<file path="config.mk">
export PLATFORM = sky130hd
export DESIGN_NAME = frame_buffer_sequencer
export DESIGN_NICKNAME = d
export VERILOG_FILES = /design/src/rtl/frame_buffer_sequencer_pkg.sv /design/src/rtl/frame_buffer_sequencer_raster_position_counter.sv /design/src/rtl/frame_buffer_sequencer.sv
export SDC_FILE = /design/constraint.sdc
export NUM_CORES = 1
export LEC_CHECK = 0
export CORE_ASPECT_RATIO = 0.6
export CORE_UTILIZATION = 45
export CTS_CLUSTER_DIAMETER = 50
export CTS_CLUSTER_SIZE = 20
export DETAILED_ROUTE_END_ITERATION = 8
export HOLD_SLACK_MARGIN = 0.08
export PLACE_DENSITY = 0.66
export SYNTH_ARGS = -nofsm -noshare
export SYNTH_HDL_FRONTEND = slang
export SYNTH_SLANG_ARGS = --single-unit
export TNS_END_PERCENT = 100
</file>
<file path="constraint.sdc">
create_clock -name I_CLK -period 3.3 [get_ports I_CLK]
set_input_delay 0.495 -clock I_CLK [delete_from_list [all_inputs] [get_ports I_CLK]]
set_output_delay 0.495 -clock I_CLK [all_outputs]
set_load 0.01 [all_outputs]
</file>
<file path="src/rtl/frame_buffer_sequencer_pkg.sv">
// Shared definitions for the frame buffer sequencer: FSM encoding and default frame geometry.
package frame_buffer_sequencer_pkg;

  typedef enum logic [1:0] {
    ST_ACCEPT = 2'd0,
    ST_WRITE  = 2'd1,
    ST_READ   = 2'd2
  } seq_state_t;

  localparam int FBS_COLUMNS     = 640;
  localparam int FBS_ROWS        = 4;
  localparam int FBS_FRAME_ROWS  = 480;
  localparam int FBS_PIXEL_DEPTH = 3;

  // A window centre trails the write position by one row and one column.
  localparam int FBS_WINDOW_LAG  = 2;

endpackage

</file>
<file path="src/rtl/frame_buffer_sequencer_raster_position_counter.sv">
// Raster column / frame-row / row-slot counters with wrap, plus interior-window and last-pixel flags.
// Latency: advances one position per cycle with advance=1. Backpressure: none, the caller gates advance.
module raster_position_counter
  import frame_buffer_sequencer_pkg::*;
#(
  parameter int P_COLUMNS         = FBS_COLUMNS,
  parameter int P_ROWS            = FBS_ROWS,
  parameter int P_FRAME_ROWS      = FBS_FRAME_ROWS,
  parameter int P_COLUMNS_BITS    = $clog2(P_COLUMNS),
  parameter int P_ROWS_BITS       = $clog2(P_ROWS),
  parameter int P_FRAME_ROWS_BITS = $clog2(P_FRAME_ROWS)
) (
  input  logic                         I_CLK,
  input  logic                         I_RESET,
  input  logic                         advance,
  output logic [P_COLUMNS_BITS-1:0]    column,
  output logic [P_ROWS_BITS-1:0]       row_slot,
  output logic [P_FRAME_ROWS_BITS-1:0] frame_row,
  output logic                         interior,
  output logic                         frame_last
);

  localparam logic [P_COLUMNS_BITS-1:0]    LAST_COL  = P_COLUMNS_BITS'(P_COLUMNS - 1);
  localparam logic [P_ROWS_BITS-1:0]       LAST_SLOT = P_ROWS_BITS'(P_ROWS - 1);
  localparam logic [P_FRAME_ROWS_BITS-1:0] LAST_ROW  = P_FRAME_ROWS_BITS'(P_FRAME_ROWS - 1);
  localparam logic [P_COLUMNS_BITS-1:0]    LAG_COL   = P_COLUMNS_BITS'(FBS_WINDOW_LAG);
  localparam logic [P_FRAME_ROWS_BITS-1:0] LAG_ROW   = P_FRAME_ROWS_BITS'(FBS_WINDOW_LAG);

  always_ff @(posedge I_CLK) begin
    if (I_RESET) begin
      column    <= '0;
      row_slot  <= '0;
      frame_row <= '0;
    end else if (advance) begin
      if (column == LAST_COL) begin
        column <= '0;
        // Frame end restarts the ring at slot 0 so every frame has the same slot mapping.
        if (frame_row == LAST_ROW) begin
          frame_row <= '0;
          row_slot  <= '0;
        end else begin
          frame_row <= frame_row + 1'b1;
          row_slot  <= (row_slot == LAST_SLOT) ? '0 : row_slot + 1'b1;
        end
      end else begin
        column <= column + 1'b1;
      end
    end
  end

  assign interior   = (frame_row >= LAG_ROW) && (column >= LAG_COL);
  assign frame_last = (frame_row == LAST_ROW) && (column == LAST_COL);

endmodule

</file>
<file path="src/rtl/frame_buffer_sequencer.sv">
// Raster write/read sequencer for the 3x3 row-ring buffer; FRAME_BUFFER_SEQUENCER_COORD_EN adds window-centre ports.
// Latency: handshake edge k -> write k+1 -> read k+2 -> O_MATRIX_VALID k+3; ready only in ACCEPT (2-3 cycles/pixel).
module frame_buffer_sequencer
  import frame_buffer_sequencer_pkg::*;
#(
  parameter int P_COLUMNS         = FBS_COLUMNS,
  parameter int P_ROWS            = FBS_ROWS,
  parameter int P_FRAME_ROWS      = FBS_FRAME_ROWS,
  parameter int P_PIXEL_DEPTH     = FBS_PIXEL_DEPTH,
  parameter int P_COLUMNS_BITS    = $clog2(P_COLUMNS),
  parameter int P_ROWS_BITS       = $clog2(P_ROWS),
  parameter int P_FRAME_ROWS_BITS = $clog2(P_FRAME_ROWS)
) (
  input  logic                         I_CLK,
  input  logic                         I_RESET,
  input  logic                         I_PIXEL_VALID,
  input  logic [P_PIXEL_DEPTH-1:0]     I_PIXEL,
  output logic                         O_PIXEL_READY,
  output logic [P_COLUMNS_BITS-1:0]    O_COLUMN,
  output logic [P_ROWS_BITS-1:0]       O_ROW,
  output logic [P_PIXEL_DEPTH-1:0]     O_PIXEL,
  output logic                         O_WRITE_ENABLE,
  output logic                         O_READ_ENABLE,
  output logic                         O_MATRIX_VALID,
`ifdef FRAME_BUFFER_SEQUENCER_COORD_EN
  output logic                         O_FRAME_DONE,
  output logic [P_FRAME_ROWS_BITS-1:0] O_MATRIX_ROW,
  output logic [P_COLUMNS_BITS-1:0]    O_MATRIX_COLUMN
`else
  output logic                         O_FRAME_DONE
`endif
);

  localparam logic [P_COLUMNS_BITS-1:0]    LAST_COL  = P_COLUMNS_BITS'(P_COLUMNS - 1);
  localparam logic [P_ROWS_BITS-1:0]       LAST_SLOT = P_ROWS_BITS'(P_ROWS - 1);
  localparam logic [P_FRAME_ROWS_BITS-1:0] LAST_ROW  = P_FRAME_ROWS_BITS'(P_FRAME_ROWS - 1);

  seq_state_t                   state, state_nxt;
  logic [P_PIXEL_DEPTH-1:0]     cap_pixel;
  logic [P_COLUMNS_BITS-1:0]    cap_c, pos_c;
  logic [P_ROWS_BITS-1:0]       cap_s, pos_s;
  logic [P_FRAME_ROWS_BITS-1:0] cap_r, pos_r;
  logic                         pos_interior, pos_last;
  logic                         accept;

  raster_position_counter #(
    .P_COLUMNS        (P_COLUMNS),
    .P_ROWS           (P_ROWS),
    .P_FRAME_ROWS     (P_FRAME_ROWS),
    .P_COLUMNS_BITS   (P_COLUMNS_BITS),
    .P_ROWS_BITS      (P_ROWS_BITS),
    .P_FRAME_ROWS_BITS(P_FRAME_ROWS_BITS)
  ) u_position (
    .I_CLK     (I_CLK),
    .I_RESET   (I_RESET),
    .advance   (state == ST_WRITE),
    .column    (pos_c),
    .row_slot  (pos_s),
    .frame_row (pos_r),
    .interior  (pos_interior),
    .frame_last(pos_last)
  );

  assign accept = (state == ST_ACCEPT) && I_PIXEL_VALID;

  always_comb begin
    state_nxt      = state;
    O_PIXEL_READY  = 1'b0;
    O_WRITE_ENABLE = 1'b0;
    O_READ_ENABLE  = 1'b0;
    O_ROW          = '0;
    O_COLUMN       = '0;
    O_PIXEL        = '0;
    case (state)
      ST_ACCEPT: begin
        O_PIXEL_READY = 1'b1;
        if (I_PIXEL_VALID) state_nxt = ST_WRITE;
      end
      ST_WRITE: begin
        O_WRITE_ENABLE = 1'b1;
        O_ROW          = cap_s;
        O_COLUMN       = cap_c;
        O_PIXEL        = cap_pixel;
        state_nxt      = pos_interior ? ST_READ : ST_ACCEPT;
      end
      ST_READ: begin
        // Counters have already moved on, so the read uses the captured position.
        O_READ_ENABLE = 1'b1;
        O_ROW         = (cap_s == '0) ? LAST_SLOT : cap_s - 1'b1;
        O_COLUMN      = cap_c - 1'b1;
        state_nxt     = ST_ACCEPT;
      end
      default: state_nxt = ST_ACCEPT;
    endcase
  end

  always_ff @(posedge I_CLK) begin
    if (I_RESET) begin
      state          <= ST_ACCEPT;
      cap_pixel      <= '0;
      cap_c          <= '0;
      cap_s          <= '0;
      cap_r          <= '0;
      O_MATRIX_VALID <= 1'b0;
      O_FRAME_DONE   <= 1'b0;
    end else begin
      state <= state_nxt;
      if (accept) begin
        cap_pixel <= I_PIXEL;
        cap_c     <= pos_c;
        cap_s     <= pos_s;
        cap_r     <= pos_r;
      end
      O_MATRIX_VALID <= (state == ST_READ);
      O_FRAME_DONE   <= (state == ST_READ) && (cap_r == LAST_ROW) && (cap_c == LAST_COL);
    end
  end

`ifdef FRAME_BUFFER_SEQUENCER_COORD_EN
  always_ff @(posedge I_CLK) begin
    if (I_RESET) begin
      O_MATRIX_ROW    <= '0;
      O_MATRIX_COLUMN <= '0;
    end else if (state == ST_READ) begin
      O_MATRIX_ROW    <= cap_r - 1'b1;
      O_MATRIX_COLUMN <= cap_c - 1'b1;
    end
  end
`endif

  logic unused_last;
  assign unused_last = pos_last;

endmodule

</file>
Fig. 1: run 1, cell classes on the final placement
(4 px per µm)
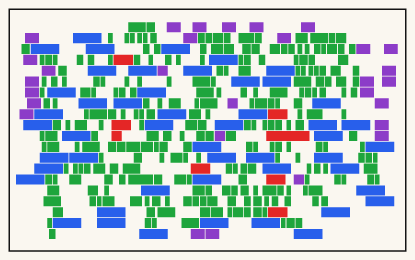
Key: green = combinational and other logic [cells 257]; purple = other buffers and delay cells [cells 29]; blue = flops [cells 49]; red = clock drivers and dummy loads [cells 8]

Fig. 2: run 1, clock wiring as the flow saved it
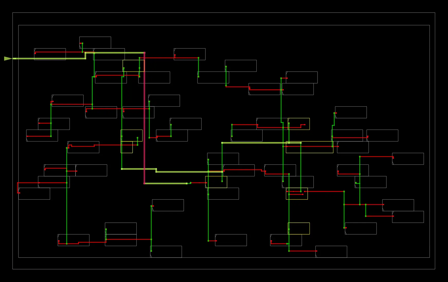
clock buffer count: 6
# clock sinks: 49
clk_skew: 7.814 ps
Clk power: 0.453 mW
CTS buffer count: 5

Fig. 3: run 1, met3 routing
(4 px per µm)
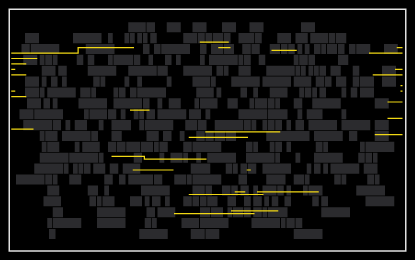
The wires run mostly horizontal. The layer holds 4.1% of the routed length. 28 nets have wire on it. The longest straight run is 19.8 µm. The layer carries 242 µm of wire.

==> results_slide.txt, run 1 <==
Run Summary

Outcome
  • Status: finished clean

CTS
  • Post-CTS Setup Bufs: 0
  • CTS tree: built
  • Clock transition at path regs: 90 ps
  • Clock latency on the worst-skew pair: 310 ps
  • # resized after CTS: 0
  • CTS root buf: clkbuf_8

Routing
  • Via density: 5.479
  • Detailed Routing Iterations Pass 1: 4
  • Vias: 2241
  • Met3 wire length: 241 µm
  • DRC viols: 0

Setup path
  • CP Max Fanout: 7
  • Worst EP arrival: 2440 ps
  • Worst r2r src: state[1]
  • End of the critical path: O_COLUMN[6]
  • R2r endpoint: u_position.frame_row[5]
  • Depth of the worst register-to-register path: 7
  • CP startpoint kind: flop

Floorplanning
  • Floorplan Core Area: 5230 µm²
  • Chip area: 5933 µm²
  • Tapcells: 66
  • Die Span X: 98.78 µm
  • Starting Density: 0.4835

Layout
  • Area growth, synth to finish: 16.08%
  • Clock network contribution to total cell area: 0.04092
  • Design area: 2935 µm²
  • Fill count: 502

Hold path
  • Worst hold path stage count: 2

Job
  • Max Cap Violations: 0
  • Tool Warnings: 31

Logic synthesis
  • Post-Synth XOR/XNOR Area: 0.03810
  • YS warnings: 0
  • Top area contributor share: 0.3879
  • Post-synthesis cell count: 322
  • Ys cells: 322

Power
  • Clock share of power: 0.395
  • Pint: 0.8767 mW
  • Comb power: 0.0892 mW
  • Seq power: 0.606 mW

Global route
  • Initial antenna violation count: 0
  • Busiest grt layer: met1

Placement
  • Final HPWL DP: 4319 µm
  • Placed cell area: 2815 µm²
  • RePlAce Congestion: 0.8139

Timing
  • Period minus WS final: 2938 ps
  • Post-route setup slack: 362.0 ps
run 1: state kept, by name (all words and copies together) (netlist names):
name / count
cap_s: 2
O_MATRIX_VALID: 1
u_position.frame_row: 9
cap_pixel: 3
u_position.row_slot: 2
O_FRAME_DONE: 1
cap_c: 10
state: 2
u_position.column: 10
cap_r: 9
run 1: per-stage QoR:
step / power, mW / util / hold slack [ps]
floorplan: 0.6774 / - / 431.1
global placement: 0.7081 / 0.5383 / 438.7
detailed placement: 0.7089 / 0.5383 / 443.8
CTS: 1.159 / 0.5612 / 457.6
global route: 1.197 / 0.5612 / 488.7
finish: 1.148 / 0.5612 / 456.6
run 1: critical path, stage by stage, from the launching register on:
cell and delay [ps]:
dfxtp_1 370, inv_1 80, ha_1 180, nor3b_2 300, nand2_1 110, or4_1 400, a21oi_1 150, clkdlybuf4s50_1 550
--- run 2 (diff from run 1) ---
Settings changed: ABC_AREA set to 0.
==> results_slide.txt, run 2 <==
Run Summary

Outcome
  • Status: finished clean

Power
  • Comb power: 0.0892 mW (about the same)
  • Total power: 1.148 mW (unchanged)
  • Clk power: 0.453 mW (about the same)
  • Pint: 0.8767 mW (unchanged)
  • Flop pwr share: 0.528
  • Peak VDD IR: 0.0002198 V
  • Seq power: 0.606 mW (about the same)

Routing
  • Met3 wire length: 241 µm (unchanged)
  • DRC viols: 0 (unchanged)
  • Via density: 5.479 (unchanged)
  • Detailed Routing Iterations Pass 1: 4 (unchanged)
  • DRT antenna net count: 0
  • Vias: 2241 (unchanged)
  • WL met2: 2316 µm

CTS
  • CTS tree: built
  • Clock transition at path regs: 90 ps (about the same)
  • CTS max path bufs: 2
  • CTS root buf: clkbuf_8
  • Post-CTS Setup Bufs: 0 (unchanged)
  • # clock sinks: 49 (unchanged)
  • CTS buffer count: 5 (unchanged)
  • # resized after CTS: 0 (unchanged)

Timing
  • F_max: 340.4 MHz
  • Post-route setup slack: 362.0 ps (unchanged)
  • Period minus WS final: 2938 ps (unchanged)
  • Clk_skew: 7.814 ps (unchanged)
  • WHS: 456.6 ps (unchanged)

Logic synthesis
  • Top area contributor share: 0.3879 (unchanged)
  • AO/OA Area Share: 0.1410
  • Post-synthesis cell count: 322 (unchanged)
  • Adders+Majority by Area: 0.05443
  • Ys cells: 322 (unchanged)
  • Post-Synth XOR/XNOR Area: 0.03810 (unchanged)
  • YS warnings: 0 (unchanged)
  • Yosys simple share: 0.3320

Floorplanning
  • Die Span X: 98.78 µm (unchanged)
  • Floorplan Core Area: 5230 µm² (unchanged)
  • Chip area: 5933 µm² (unchanged)
  • Starting Density: 0.4835 (unchanged)
  • I/O pins: 26

Setup path
  • Crit path max-delay family: simple AND/OR/NAND/NOR gates
  • CP startpoint kind: flop
  • Buf+Inv Stages, Crit Path: 2 (unchanged)
  • R2r endpoint: u_position.frame_row[5]
  • Worst r2r src: state[1]
  • Depth of the worst register-to-register path: 7 (unchanged)
  • WP data required: 2800 ps
  • End of the critical path: O_COLUMN[6]
  • Crit path depth: 7 (unchanged)
  • Critical-path cell list: inv_1, ha_1, nor3b_2, nand2_1, or4_1, a21oi_1, clkdlybuf4s50_1
  • CP Max Fanout: 7 (unchanged)
  • Register-to-register setup slack: 930 ps
  • Crit-path max cell delay: 550 ps (about the same)
  • Crit-path slowest cell: clkdlybuf4s50_1
  • Worst EP arrival: 2440 ps (about the same)
  • CP Capture Type: output port

Global route
  • Met3 GRT Util: 0.05146
  • Busiest grt layer: met1
  • Initial antenna violation count: 0 (unchanged)

Layout
  • Core Util, Final: 0.5612 (unchanged)
  • Regs by FF count: cap_c: 10 flops, u_position.column: 10 flops
  • Most frequent cells in the layout: nand2_1, dfxtp_1, a21oi_1
  • Share of post-route cells with drive strength above 1: 0.06122
  • Area growth, synth to finish: 16.08% (unchanged)
  • Design area: 2935 µm² (unchanged)
  • Ant. Diodes: 0

Placement
  • RePlAce Congestion: 0.8139 (unchanged)
  • Placed cell area: 2815 µm² (unchanged)
  • Final HPWL DP: 4319 µm (unchanged)

Job
  • Max Cap Violations: 0 (unchanged)
  • Tool Warnings: 31 (unchanged)

Hold path
  • HP Class: reg2reg
run 2: cell counts after synthesis:
No cell type changed its count.
run 2: how the worst min path moves through the flow:
stage | endpoint | cells after the start | slack, ps | start
global placement | cap_pixel[1] | 2 | 440 | cap_pixel[1]
detailed placement | cap_r[5] | 2 | 440 | cap_r[5]
finish | cap_r[5] | 2 | 460 | cap_r[5]
floorplan | O_FRAME_DONE | 2 | 430 | cap_r[1]
global route | cap_pixel[2] | 2 | 490 | cap_pixel[2]
CTS | cap_r[5] | 2 | 460 | cap_r[5]
run 2: final cells by class:
type / instances / area [µm²]
clock inverter: 2 / 37.54
multi-input combinational: 246 / 1430
clock buffer: 6 / 82.58
timing repair buffer: 29 / 280.3
fill: 502 / 2295
sequential: 49 / 980.9
tap: 66 / 82.58
inverter: 11 / 41.29
Fig. 4: run 2, clock wiring as the flow saved it
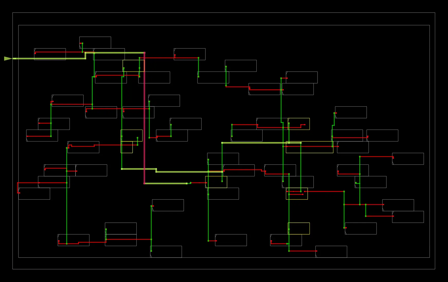
clock latency on the worst-skew pair: 310 ps
flop count: 49

Fig. 5: run 2, clock wires, drivers and flops
(6 px per µm)
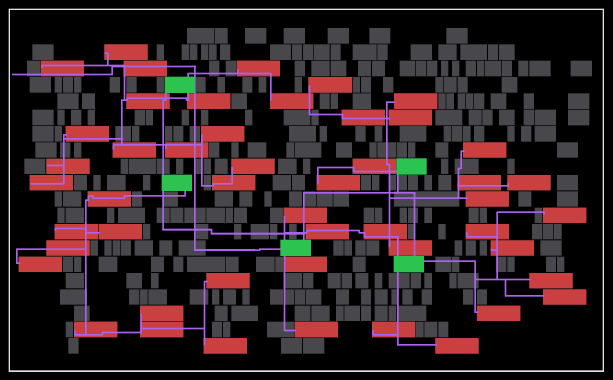
Key: red = flip-flops [count 49]; green = clock drivers [count 5]; purple = clock wires [length 630 µm]
There are 6 routed clock nets. Position of the flops: widely spread.
clock share of power: 0.395

--- run 3 (diff from run 2) ---
Settings changed: CAP_MARGIN set to 20.
Fig. 6: run 3, cell classes on the final placement
(4 px per µm)
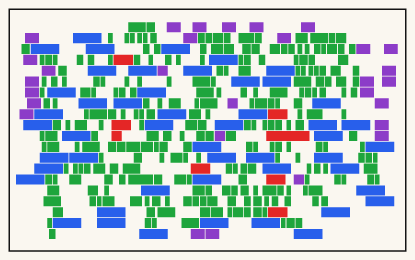
Key: blue = flops [cells 49]; red = clock drivers and dummy loads [cells 8]; green = combinational and other logic [cells 257]; purple = other buffers and delay cells [cells 29]

Fig. 7: run 3, nets reached from selected ports
(6 px per µm)
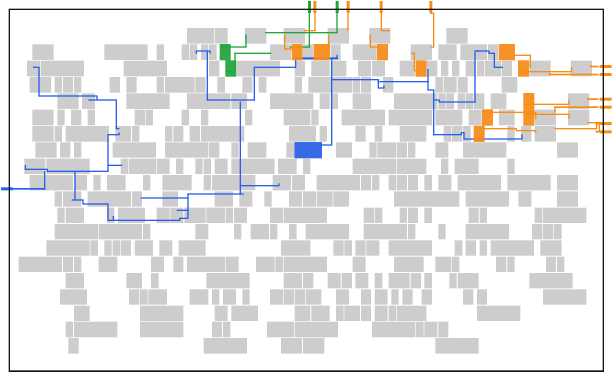
Key: orange = O_COLUMN [direction output, edge 6 right, 4 top, end cells 10, wire 114 µm]; green = O_ROW [direction output, edge top, end cells 2, wire 41.3 µm]; blue = O_WRITE_ENABLE [direction output, edge left, end cells 1, wire 260 µm]

==> results_slide.txt, run 3 <==
Run Summary

Routing
  • Detailed Routing Iterations Pass 1: 4 (unchanged)
  • WL met2: 2316 µm (unchanged)
  • DRT antenna net count: 0 (unchanged)
  • Via density: 5.479 (unchanged)
  • Vias: 2241 (unchanged)

Logic synthesis
  • Post-synthesis cell count: 322 (unchanged)
  • YS warnings: 0 (unchanged)
  • Post-Synth XOR/XNOR Area: 0.03810 (unchanged)
  • Adders+Majority by Area: 0.05443 (unchanged)

Setup path
  • Crit-path slowest cell: clkdlybuf4s50_1
  • CP Max Fanout: 7 (unchanged)
  • End of the critical path: O_COLUMN[6]
  • Crit path depth: 7 (unchanged)
  • Register-to-register setup slack: 930 ps (about the same)
  • Crit-path max cell delay: 550 ps (about the same)
  • Critical-path cell list: inv_1, ha_1, nor3b_2, nand2_1, or4_1, a21oi_1, clkdlybuf4s50_1
  • WP data required: 2800 ps (about the same)
  • R2r endpoint: u_position.frame_row[5]
  • Depth of the worst register-to-register path: 7 (unchanged)

Power
  • Pint: 0.8767 mW (unchanged)
  • Flop pwr share: 0.528 (about the same)

Layout
  • Flop area: 980.9 µm² (unchanged)
  • Design area: 2935 µm² (unchanged)
  • Core Util, Final: 0.5612 (unchanged)
  • Fill count: 502 (unchanged)
  • Regs by FF count: cap_c: 10 flops, u_position.column: 10 flops
  • Share of post-route cells with drive strength above 1: 0.06122 (unchanged)

CTS
  • CTS max path bufs: 2 (unchanged)
  • CTS tree: built
  • CTS root buf: clkbuf_8
  • # resized after CTS: 0 (unchanged)
  • Post-CTS Setup Bufs: 0 (unchanged)

Timing
  • Post-route setup slack: 362.0 ps (unchanged)

Placement
  • RePlAce Congestion: 0.8139 (unchanged)
  • Placed cell area: 2815 µm² (unchanged)

Job
  • Tool Warnings: 31 (unchanged)
  • Max Cap Violations: 0 (unchanged)

Outcome
  • Status: finished clean

Floorplanning
  • Die Span X: 98.78 µm (unchanged)
  • Starting Density: 0.4835 (unchanged)

Hold path
  • Worst hold path stage count: 2 (unchanged)
  • Hold Startpoint: cap_r[5]

Global route
  • Initial antenna violation count: 0 (unchanged)
==> run 3: cell counts after synthesis <==
Identical to the previous run, type by type.
==> run 3: power groups by stage <==
stage	Sequential [mW]	Clock (mW)	Combinational, mW
after floorplan	0.618	0	0.0597
after global placement	0.619	0	0.0890
after detailed placement	0.620	0	0.0889
after CTS	0.606	0.463	0.0897
after global routing	0.607	0.491	0.0986
final	0.606	0.453	0.0892
==> run 3: cell type report <==
type | count | share of cell area
clock buffer | 6 | 0.02813
multi-input combinational | 246 | 0.4872
timing repair buffer | 29 | 0.09548
sequential | 49 | 0.3342
inverter | 11 | 0.01407
tap | 66 | 0.02813
clock inverter | 2 | 0.01279
==> run 3: metal layers <==
metal  global-route usage  vias up
met3              0.05146        4
met4              0.06183        0
met2               0.3007       44
met5                    0        -
met1               0.3218     1034
li1                     -     1159
No activity file was given, so power comes from the tool's default toggle rates.
